==> run_1/clocks.png <==
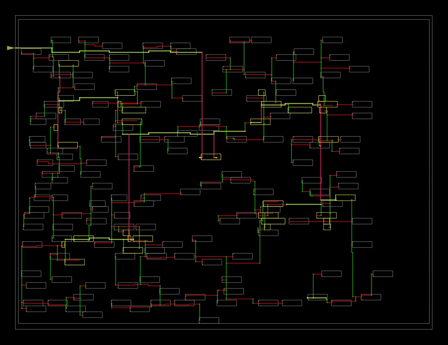
==> run_1/detail.png <==
The bar under the picture is 20 um long. Window x 72 to 122, y 77 to 127 um. Cells in gray, sequential cells in the stronger gray; small squares are vias.
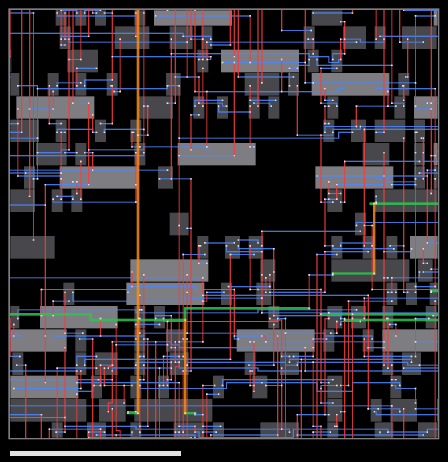
==> run_1/io_placement.png <==
The bar under the picture is 50 um long. Pins as bars across the die edge, other pins in gray.
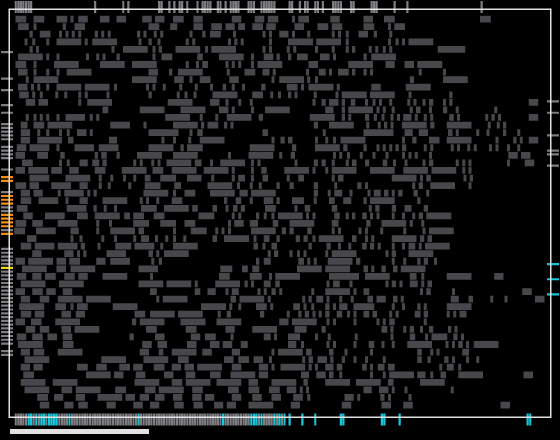
## config.mk

```make
export PLATFORM = sky130hd
export DESIGN_NAME = jtag_mem_ctrl
export DESIGN_NICKNAME = d
export VERILOG_FILES = /design/src/rtl/jtag_mem_ctrl_pkg.sv /design/src/rtl/jtag_sync_edge.sv /design/src/rtl/jtag_mem_ctrl.sv
export SDC_FILE = /design/constraint.sdc
export NUM_CORES = 1
export LEC_CHECK = 0
export ABC_AREA = 1
export CAP_MARGIN = 0
export CELL_PAD_IN_SITES_DETAIL_PLACEMENT = 1
export CELL_PAD_IN_SITES_GLOBAL_PLACEMENT = 2
export CORE_ASPECT_RATIO = 0.75
export CORE_UTILIZATION = 26
export CTS_CLUSTER_DIAMETER = 40
export DETAILED_ROUTE_END_ITERATION = 8
export GPL_TIMING_DRIVEN = 0
export PLACE_DENSITY = 0.78
export SYNTH_ARGS = -nofsm -noshare
export SYNTH_HDL_FRONTEND = slang
export SYNTH_SLANG_ARGS = --single-unit
```

## constraint.sdc

```tcl
create_clock -name clk -period 2.5 [get_ports clk]
set_input_delay 0.75 -clock clk [delete_from_list [all_inputs] [get_ports clk]]
set_output_delay 0.75 -clock clk [all_outputs]
set_load 0.02 [all_outputs]
```

## src/rtl/jtag_mem_ctrl_pkg.sv

```systemverilog
`default_nettype none
// ============================================================================
//  Module   : jtag_mem_ctrl_pkg
//  Brief    : Flag bit positions and controller state encoding for jtag_mem_ctrl
//  Revision : 1.0
// ============================================================================
package jtag_mem_ctrl_pkg;

    localparam int c_flag_autoinc = 0;
    localparam int c_flag_fill    = 1;
    localparam int c_flag_clr_err = 2;
    localparam int c_fill_cnt_lsb = 16;
    localparam int c_fill_cnt_w   = 16;

    typedef enum logic [1:0] {
        ST_IDLE  = 2'd0,
        ST_WRITE = 2'd1,
        ST_FILL  = 2'd2
    } state_t;

endpackage
`default_nettype wire

```

## src/rtl/jtag_sync_edge.sv

```systemverilog
`default_nettype none
// ============================================================================
//  Module   : jtag_sync_edge
//  Brief    : 2-FF synchronizer with rising-edge detect for tck-domain strobes
//  Revision : 1.0
// ============================================================================
module jtag_sync_edge (
    input  logic clk,
    input  logic rst_n,
    input  logic d,
    output logic pulse
);

    logic r_meta;
    logic r_sync;
    logic r_prev;

    always_ff @(posedge clk or negedge rst_n) begin
        if (!rst_n) begin
            r_meta <= 1'b0;
            r_sync <= 1'b0;
            r_prev <= 1'b0;
        end else begin
            r_meta <= d;
            r_sync <= r_meta;
            r_prev <= r_sync;
        end
    end

    assign pulse = r_sync & ~r_prev;

endmodule
`default_nettype wire

```

## src/rtl/jtag_mem_ctrl.sv

```systemverilog
`default_nettype none
// ============================================================================
//  Module   : jtag_mem_ctrl
//  Brief    : Arbitrates one RAM port between JTAG-driven writes/fills and a
//             continuous read refresh of rdata_out
//  Revision : 1.0
// ============================================================================
module jtag_mem_ctrl
    import jtag_mem_ctrl_pkg::*;
#(
    parameter int DR_LENGTH  = 32,
    parameter int ADDR_WIDTH = 10
) (
    input  logic                  clk,
    input  logic                  reset_n,
    input  logic                  wram_enable,
    input  logic [DR_LENGTH-1:0]  waddr_in,
    input  logic [DR_LENGTH-1:0]  wdata_in,
    input  logic [DR_LENGTH-1:0]  raddr_in,
    input  logic [DR_LENGTH-1:0]  flags_in,
    output logic [ADDR_WIDTH-1:0] ram_addr,
    output logic [DR_LENGTH-1:0]  ram_wdata,
    output logic                  ram_we,
    input  logic [DR_LENGTH-1:0]  ram_rdata,
    output logic [DR_LENGTH-1:0]  rdata_out,
    output logic                  busy,
    output logic                  overrun
);

    state_t                  r_state;
    state_t                  w_state_next;
    logic                    w_wr_req;
    logic                    w_accept;
    logic [ADDR_WIDTH-1:0]   w_waddr;
    logic [ADDR_WIDTH-1:0]   w_base;
    logic [c_fill_cnt_w-1:0] w_cnt;
    logic [ADDR_WIDTH-1:0]   r_wptr;
    logic [ADDR_WIDTH-1:0]   r_shadow;
    logic                    r_shadow_valid;
    logic [ADDR_WIDTH-1:0]   r_addr;
    logic [DR_LENGTH-1:0]    r_wdata;
    logic [c_fill_cnt_w-1:0] r_left;
    logic                    r_autoinc;
    logic                    r_overrun;
    logic                    r_rd_valid;
    logic [DR_LENGTH-1:0]    r_rdata;
    logic [ADDR_WIDTH-1:0]   r_raddr_q1;
    logic [ADDR_WIDTH-1:0]   r_raddr_q2;
    logic [ADDR_WIDTH-1:0]   r_raddr_s;
    logic                    w_ram_we;
    logic                    w_busy;
    logic [ADDR_WIDTH-1:0]   w_ram_addr;
    logic [DR_LENGTH-1:0]    w_ram_wdata;
    logic                    w_unused;

    jtag_sync_edge u_sync_wr (
        .clk   (clk),
        .rst_n (reset_n),
        .d     (wram_enable),
        .pulse (w_wr_req)
    );

    assign w_waddr  = waddr_in[ADDR_WIDTH-1:0];
    assign w_cnt    = flags_in[c_fill_cnt_lsb +: c_fill_cnt_w];
    assign w_accept = w_wr_req && (r_state == ST_IDLE);
    // Re-strobing the same address continues from the write pointer.
    assign w_base   = (!r_shadow_valid || (w_waddr != r_shadow)) ? w_waddr : r_wptr;
    assign w_unused = &{1'b0, waddr_in, raddr_in, flags_in};

    always_comb begin
        w_state_next = r_state;
        w_ram_we     = 1'b0;
        w_busy       = 1'b0;
        w_ram_addr   = r_raddr_s;
        w_ram_wdata  = '0;
        case (r_state)
            ST_IDLE: begin
                if (w_wr_req) begin
                    w_state_next = (flags_in[c_flag_fill] && (w_cnt != '0)) ? ST_FILL : ST_WRITE;
                end
            end
            ST_WRITE: begin
                w_ram_we     = 1'b1;
                w_ram_addr   = r_addr;
                w_ram_wdata  = r_wdata;
                w_state_next = ST_IDLE;
            end
            ST_FILL: begin
                w_ram_we    = 1'b1;
                w_busy      = 1'b1;
                w_ram_addr  = r_addr;
                w_ram_wdata = r_wdata;
                if (r_left == c_fill_cnt_w'(1)) begin
                    w_state_next = ST_IDLE;
                end
            end
            default: w_state_next = ST_IDLE;
        endcase
    end

    always_ff @(posedge clk or negedge reset_n) begin
        if (!reset_n) begin
            r_state        <= ST_IDLE;
            r_wptr         <= '0;
            r_shadow       <= '0;
            r_shadow_valid <= 1'b0;
            r_addr         <= '0;
            r_wdata        <= '0;
            r_left         <= '0;
            r_autoinc      <= 1'b0;
            r_overrun      <= 1'b0;
        end else begin
            r_state <= w_state_next;
            if (w_accept) begin
                r_addr         <= w_base;
                r_wdata        <= wdata_in;
                r_left         <= w_cnt;
                r_autoinc      <= flags_in[c_flag_autoinc];
                r_shadow       <= w_waddr;
                r_shadow_valid <= 1'b1;
            end
            if (r_state == ST_WRITE) begin
                r_wptr <= r_autoinc ? (r_addr + ADDR_WIDTH'(1)) : r_addr;
            end
            if (r_state == ST_FILL) begin
                r_addr <= r_addr + ADDR_WIDTH'(1);
                r_left <= r_left - c_fill_cnt_w'(1);
                if (r_left == c_fill_cnt_w'(1)) begin
                    r_wptr <= r_addr + ADDR_WIDTH'(1);
                end
            end
            if (w_wr_req && (r_state != ST_IDLE)) begin
                r_overrun <= 1'b1;
            end else if (w_accept && flags_in[c_flag_clr_err]) begin
                r_overrun <= 1'b0;
            end
        end
    end

    // Raw read-address pipeline settles even while reset is held.
    always_ff @(posedge clk) begin
        r_raddr_q1 <= raddr_in[ADDR_WIDTH-1:0];
        r_raddr_q2 <= r_raddr_q1;
    end

    always_ff @(posedge clk or negedge reset_n) begin
        if (!reset_n) begin
            r_raddr_s  <= '0;
            r_rd_valid <= 1'b0;
            r_rdata    <= '0;
        end else begin
            if (r_raddr_q1 == r_raddr_q2) begin
                r_raddr_s <= r_raddr_q2;
            end
            // Only data from a read issued in IDLE is captured.
            r_rd_valid <= (r_state == ST_IDLE);
            if (r_rd_valid) begin
                r_rdata <= ram_rdata;
            end
        end
    end

    assign ram_addr  = w_ram_addr;
    assign ram_wdata = w_ram_wdata;
    assign ram_we    = w_ram_we;
    assign busy      = w_busy;
    assign rdata_out = r_rdata;
    assign overrun   = r_overrun;

endmodule
`default_nettype wire

```

==> flow_summary_export.csv, run 1 <==
group,metric,value,unit
clock_tree,cts_root_buffer,"clkbuf_16",
cells_and_area,fin_cells,1469,
timing,finalHoldViolations,0,
detailed_routing,firstDrtPassIters,4,
critical_path,worstSetupStartpoint,"r_state[0]",
placement,place_congestion,0.784,
grt,globalRouteTotalUtil,0.166,
pwr,p_total,13.4,mW
critical_path,worstReg2RegEnd,"r_addr[2]",
clock_tree,cts_hold_buf,0,
detailed_routing,num_vias,6470,
detailed_routing,wl_met1,11.6,mm
cells_and_area,seq_share,0.346,
clock_tree,cts_tree,"built",
pwr,p_sw,5.56,mW
timing,setup_viol,12,
pwr,pg_comb,6.86,mW
floorplan,fp_util,0.266,
critical_path,crit_path_max_fanout,5,
placement,io_buffers,182,
detailed_routing,drt_iter0_markers,345,
floorplan,fp-row-count,52,
status,status,"complete, but fails checks",
min_path,hold_class,"input port to asynchronous set/reset pin",
cells_and_area,utilization,0.387,
floorplan,die_h,146,um
pwr,p_sw_frac,0.413,
placement,hpwl,16.6,mm
timing,tightest_slew,0.630,ns
grt,top_usage_layer,"met2",
synth,yosysTopAreaCellShare,0.449,
critical_path,cp_data_required_time,1.75,ns
synth,top_area_cell,"dfrtp_1",
timing,period_needed,2.56,ns
clock_tree,clk_pin_slew,0.06,ns
job,tool_warnings,88,
synth,yosys.stat.seqShare,0.504,
pwr,powerDensity,1280,mW/mm^2
cells_and_area,logic_gate_count,587,
synth,yosysChipArea,0.00720,sq mm
cells_and_area,n_all_buffers,215,
cells_and_area,inv_count,135,
cells_and_area,clock_area_frac,0.0566,
status,failed_checks,"setup timing",
grt,grt_pass1_vias,6801,
synth,synth_area,0.00720,sq mm
timing,fin_tns_setup,-0.197,ns
grt,grt_pass1_wl,36.9,mm
grt,use_met3,0.0388,
cells_and_area,nets,1274,
synth,synth_top_flop_cell,"dfrtp_1",
detailed_routing,wl_per_cell,15.5,um
pwr,combPwrFrac,0.510,
pwr,seqPwrFrac,0.293,
timing,rsz0062_at_grt,"yes",
pwr,internal-power,7.89,mW
pwr,p_clk_frac,0.197,
job,drv_cap,0,
cells_and_area,post-route-cell-area,0.0105,sq mm
synth,fp_nets,1066,
grt,gr-total-overflow,0,
cells_and_area,drive_gt1_frac,0.187,
placement,place_inst,1431,
grt,grt_antenna_before_repair,0,
detailed_routing,wl_met2,10.0,mm
critical_path,cp-start-kind,"flip-flop",
cells_and_area,fillers,3221,
detailed_routing,detail_route.vias_per_cell,4.40,
synth,area_leaders,"dfrtp_1 45%, nand2_1 17%, inv_1 6.4%",
critical_path,crit_arrival,1.81,ns
grt,grtUsageMet1,0.237,
synth,avgSynthCellArea,8.02,sq um
floorplan,die_w,194,um
floorplan,io_pins,240,
clock_tree,cts-htree-levels,4,
synth,synthTopCellsByCount,"328 x nand2_1, 129 x dfrtp_1, 122 x inv_1",
critical_path,cp-endpoint,"ram_addr[6]",
cells_and_area,area.growth.synth_to_final,45.6,%
pwr,p_seq,3.94,mW
synth,ys_cells,897,
placement,place_area,0.00949,sq mm
synth,numSynthFlops,149,
critical_path,reg2reg_setup_slack,0.53,ns
synth,enable_flop_cells,0,
detailed_routing,drc_errors,0,
clock_tree,clockBufferDepth,2,
timing,clock.fmax,391,MHz
pwr,p_leak,5.15,nW
floorplan,tapCellCount,351,
grt,grt_max_degree,76,
cells_and_area,ff_latch_area,0.00363,sq mm
clock_tree,cts_resized,316,
detailed_routing,dr_wl_met3,897,um
cells_and_area,design.seq.count,149,
cells_and_area,mi_logic_area,0.00311,sq mm
timing,setup_slack,-0.0569,ns
cells_and_area,lay_top_count,"nand2_1",
timing,slew-limit-headroom,0.580,
timing,finalMaxSlewViolations,0,
clock_tree,postCtsSetupBuffers,1,
detailed_routing,ant_nets,0,
cells_and_area,largestClassByArea,"sequential cells",
timing,hold_slack,0.291,ns
timing,final.period_utilization,1.02,
critical_path,r2r-start,"r_state[0]",
critical_path,endpoint_kind,"output pin",
critical_path,worstSetupPathType,"flip-flop to output pin",
pwr,ir_worst_vdd,0.000647,V
cells_and_area,clockBufferCount,21,
floorplan,core,0.0271,sq mm
grt,use_met2,0.250,
detailed_routing,routed.top_layer,"met4",
cells_and_area,lay_top_cells,"323 x nand2_1, 137 x clkdlybuf4s50_1, 129 x dfrtp_1",
critical_path,rr_worst_depth,11,
cells_and_area,antennaDiodeCount,0,
synth,top_cell,"nand2_1",
cells_and_area,bufAreaShareNonClock,0.210,
synth,syn_inst,897,
pwr,maxPowerGroup,"combinational logic",
cells_and_area,comb_area_share,0.296,
synth,ys_warn_count,0,
Back to the opening pictures, clocks.png:
final clock skew: 0.0152 ns
Clock group: 2.65 mW
clk_lat worst skew: 0.44 ns
CTS buffer count: 17
clock sink total: 149

Back to the opening pictures, detail.png:
| color | layer |
|---|---|
| blue | metal 1 |
| green | metal 3 |
| red | metal 2 |
| orange | metal 4 |
most frequent: nand2_1 (47), inv_1 (21), dfrtp_1 (14)
netlist names of flops here include: r_wdata (6), r_wptr (4), r_addr (3)
sequential cells in the window: 14
cells with their middle in the window: 129

Back to the opening pictures, io_placement.png:
| color | port | pins | direction | edge |
|---|---|---|---|---|
| cyan | flags_in | 32 | input | 29 bottom, 3 right |
| yellow | wram_enable | 1 | input | left |
| orange | ram_addr | 10 | output | left |

==> run 1: critical path: stages, from the launching register on <==
cell and delay [ns]:
dfrtp_1 0.39, inv_2 0.07, ha_4 0.28, buf_6 0.14, clkbuf_16 0.16, a21oi_4 0.18
buf_6 0.15
==> run 1: cells by family after synthesis <==
logic type	after synthesis	share of synthesized area
and+or+nand+nor	459	0.268
muxes	33	0.0516
DFF	149	0.504
adders and majority gates	6	0.0104
AOI/OAI and AO/OA	78	0.0635
xor gates and xnor gates	11	0.0134
buffers and inverters	161	0.0889
==> run 1: registers in the layout (all words and copies together), names as in the netlist, 2 cells and up <==
name,flops
r_addr,10
r_shadow,10
r_wdata,32
rdata_out,32
r_wptr,10
r_raddr_s,10
r_state,2
r_raddr_q1,10
r_raddr_q2,10
r_left,16
--- run 2 (diff from run 1) ---
Settings changed: CORE_ASPECT_RATIO 0.75 to default, PLACE_DENSITY 0.78 to 0.91.
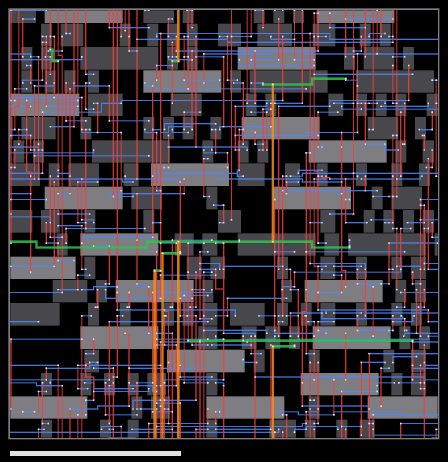
(run_2/detail.png)
The bar under the picture is 20 um long. Window x 59 to 109, y 93 to 143 um. Cells in gray, sequential cells in the stronger gray; small squares are vias.
| color | layer |
|---|---|
| red | metal 2 |
| blue | metal 1 |
| orange | metal 4 |
| green | metal 3 |
netlist names of flops here include: r_wdata (9), r_addr (4), r_shadow (4)
cells with their middle in the window: 164
most frequent: nand2_1 (63), inv_1 (21), dfrtp_1 (21)
sequential cells in the window: 21

==> run 2 against run 1 <==
The flow still finishes with violations (setup timing). Critical endpoint is now ram_addr[1]. Worst hold slack better by 0.023 ns. Largest power group unchanged. Clock skew decreased by 0.0017 ns. Final cell count is 0.54% lower.
==> flow_summary_export.csv, run 2 <==
group,metric,value,unit
pwr,p_clk_frac,0.196,
cells_and_area,inv_count,135,
placement,place_inst,1421,
synth,top_cell,"nand2_1",
critical_path,worstSetupPathType,"flip-flop to output pin",
detailed_routing,wl_met1,9.63,mm
grt,grt_pass1_wl,36.8,mm
synth,fp_nets,1066,
detailed_routing,wl_met2,11.7,mm
floorplan,fp_util,0.266,
placement,hpwl,16.8,mm
critical_path,worstReg2RegEnd,"r_addr[2]",
detailed_routing,wl_per_cell,15.4,um
clock_tree,cts_tree,"built",
cells_and_area,antennaDiodeCount,0,
cells_and_area,seq_share,0.347,
cells_and_area,lay_top_count,"nand2_1",
grt,globalRouteTotalUtil,0.165,
critical_path,cp.depth,7,
critical_path,crit_path_max_fanout,5,
floorplan,tapCellCount,341,
synth,synth_top_flop_cell,"dfrtp_1",
cells_and_area,n_all_buffers,217,
pwr,pg_comb,6.82,mW
clock_tree,clock_latency,0.43,ns
critical_path,cp-start-kind,"flip-flop",
cells_and_area,largestClassByArea,"sequential cells",
critical_path,r2r-start,"r_state[1]",
timing,setup_viol,4,
pwr,maxPowerGroup,"combinational logic",
timing,rsz0062_at_grt,"yes",
pwr,p_sw_frac,0.418,
timing,clock.fmax,397,MHz
clock_tree,clockBufferDepth,2,
min_path,hold_class,"input port to asynchronous set/reset pin",
job,drv_cap,0,
clock_tree,cts_root_buffer,"clkbuf_16",
timing,final.period_utilization,1.01,
critical_path,slowest_stage,"dfrtp_1",
synth,top_area_cell,"dfrtp_1",
cells_and_area,lay_top_cells,"319 x nand2_1, 137 x clkdlybuf4s50_1, 129 x dfrtp_1",
detailed_routing,routed.top_layer,"met4",
synth,ys_warn_count,0,
synth,async_reset_ff_frac,0.866,
detailed_routing,drt_iter0_markers,243,
placement,io_buffers,182,
pwr,combPwrFrac,0.508,
timing,period_needed,2.52,ns
clock_tree,clk_pin_slew,0.07,ns
critical_path,path_cells,"inv_2 -> ha_4 -> buf_12 -> clkbuf_16 -> nor2_4 -> a21oi_2 -> buf_6",
cells_and_area,ff_latch_area,0.00363,sq mm
grt,grt_pass1_vias,7153,
grt,gr-total-overflow,0,
floorplan,core,0.0270,sq mm
synth,synthTopCellsByCount,"328 x nand2_1, 129 x dfrtp_1, 122 x inv_1",
critical_path,reg2reg_setup_slack,0.68,ns
cells_and_area,logic_gate_count,587,
pwr,powerClk,2.63,mW
timing,fin_tns_setup,-0.0343,ns
grt,grt_max_degree,71,
timing,setup_slack,-0.0215,ns
clock_tree,cts_hold_buf,0,
cells_and_area,utilization,0.387,
grt,use_met2,0.292,
timing,slew-limit-headroom,0.586,
critical_path,crit_family,"buffers and inverters",
placement,place_congestion,0.804,
pwr,powerDensity,1280,mW/mm^2
cells_and_area,clock_area_frac,0.0567,
grt,top_usage_layer,"met2",
synth,yosysTopAreaCellShare,0.449,
pwr,p_total,13.4,mW
synth,ys_cells,897,
timing,finalMaxSlewViolations,0,
floorplan,die_w,168,um
pwr,p_seq,3.96,mW
synth,yosys.stat.seqShare,0.504,
detailed_routing,ant_nets,0,
detailed_routing,firstDrtPassIters,4,
pwr,p_sw,5.60,mW
floorplan,die_h,168,um
cells_and_area,area.growth.synth_to_final,45.3,%
synth,avgSynthCellArea,8.02,sq um
pwr,ir_worst_vdd,0.000703,V
critical_path,crit_arrival,1.77,ns
critical_path,critPathBufInv,4,
status,failed_checks,"setup timing",
synth,yosysChipArea,0.00720,sq mm
clock_tree,cts-buffers-inserted,17,
timing,finalHoldViolations,0,
cells_and_area,mi_logic_area,0.00314,sq mm
critical_path,endpoint_kind,"output pin",
detailed_routing,drc_errors,0,
grt,use_met3,0.0322,
pwr,internal-power,7.81,mW
floorplan,fp-row-count,60,
critical_path,worstSetupStartpoint,"r_state[0]",
detailed_routing,dr_wl_met3,719,um
pwr,p_leak,5.21,nW
floorplan,die_area,0.0283,sq mm
cells_and_area,fin_cells,1461,
cells_and_area,post-route-cell-area,0.0105,sq mm
timing,hold_slack,0.314,ns
critical_path,rr_worst_depth,10,
synth,enable_flop_cells,0,
detailed_routing,num_vias,6573,
cells_and_area,comb_area_share,0.301,
grt,grt_antenna_before_repair,0,
job,tool_warnings,88,
synth,syn_inst,897,
cells_and_area,clockBufferCount,17,
timing,finClkSkew,0.0135,ns
status,status,"complete, but fails checks",
detailed_routing,detail_route.vias_per_cell,4.50,
placement,place_area,0.00947,sq mm
cells_and_area,drive_gt1_frac,0.192,
cells_and_area,design.seq.count,149,
cells_and_area,fillers,3198,
clock_tree,clock_sinks,149,
clock_tree,cts-htree-levels,4,
floorplan,io_pins,240,
synth,synth_area,0.00720,sq mm
synth,numSynthFlops,149,
critical_path,cpPeakStageDelay,0.37,ns
critical_path,cp_data_required_time,1.75,ns
synth,area_leaders,"dfrtp_1 45%, nand2_1 17%, inv_1 6.4%",
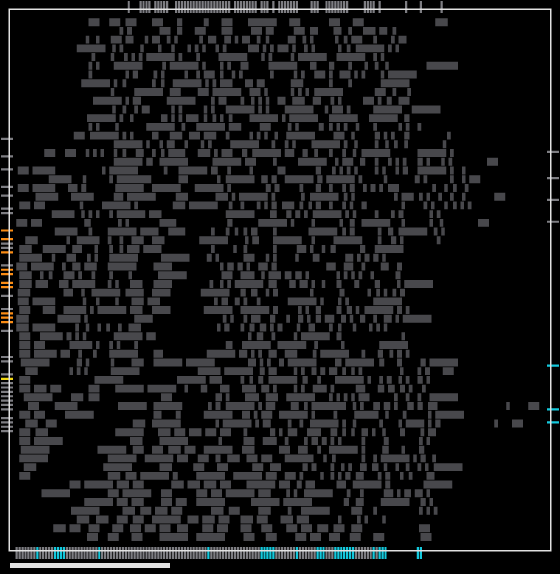
(run_2/io_placement.png)
The bar under the picture is 50 um long. Pins as bars across the die edge, other pins in gray.
| color | port | pins | direction | edge |
|---|---|---|---|---|
| yellow | wram_enable | 1 | input | left |
| cyan | flags_in | 32 | input | 29 bottom, 3 right |
| orange | ram_addr | 10 | output | left |

==> run 2: cell counts after synthesis <==
No cell type changed its count.
==> run 2: what timing repair did <==
action	4_1_cts	5_1_grt
pin swaps	8	4
resized	262	54
buffers inserted	2	4
gates cloned	1	2
setup endpoints to repair	44	43
==> run 2: kinds of logic after synthesis <==
logic type,after synthesis,share of synthesized area
flip-flops,149,0.504
adder cells (fa/ha/maj),6,0.0104
multiplexers,33,0.0516
AND-OR/OR-AND,78,0.0635
XOR/XNOR,11,0.0134
buffers and inverters,161,0.0889
AND/OR/NAND/NOR,459,0.268
==> run 2: worst register-to-register path, delay by kind of cell (launching register included) <==
kind                       cells  cell delay [ns]
and+or+nand+nor                3             0.29
adders and majority gates      1             0.18
AOI/OAI and AO/OA              1             0.08
DFF                            1             0.39
buffers and inverters          5             0.81
No activity file was given, so power comes from the tool's default toggle rates.
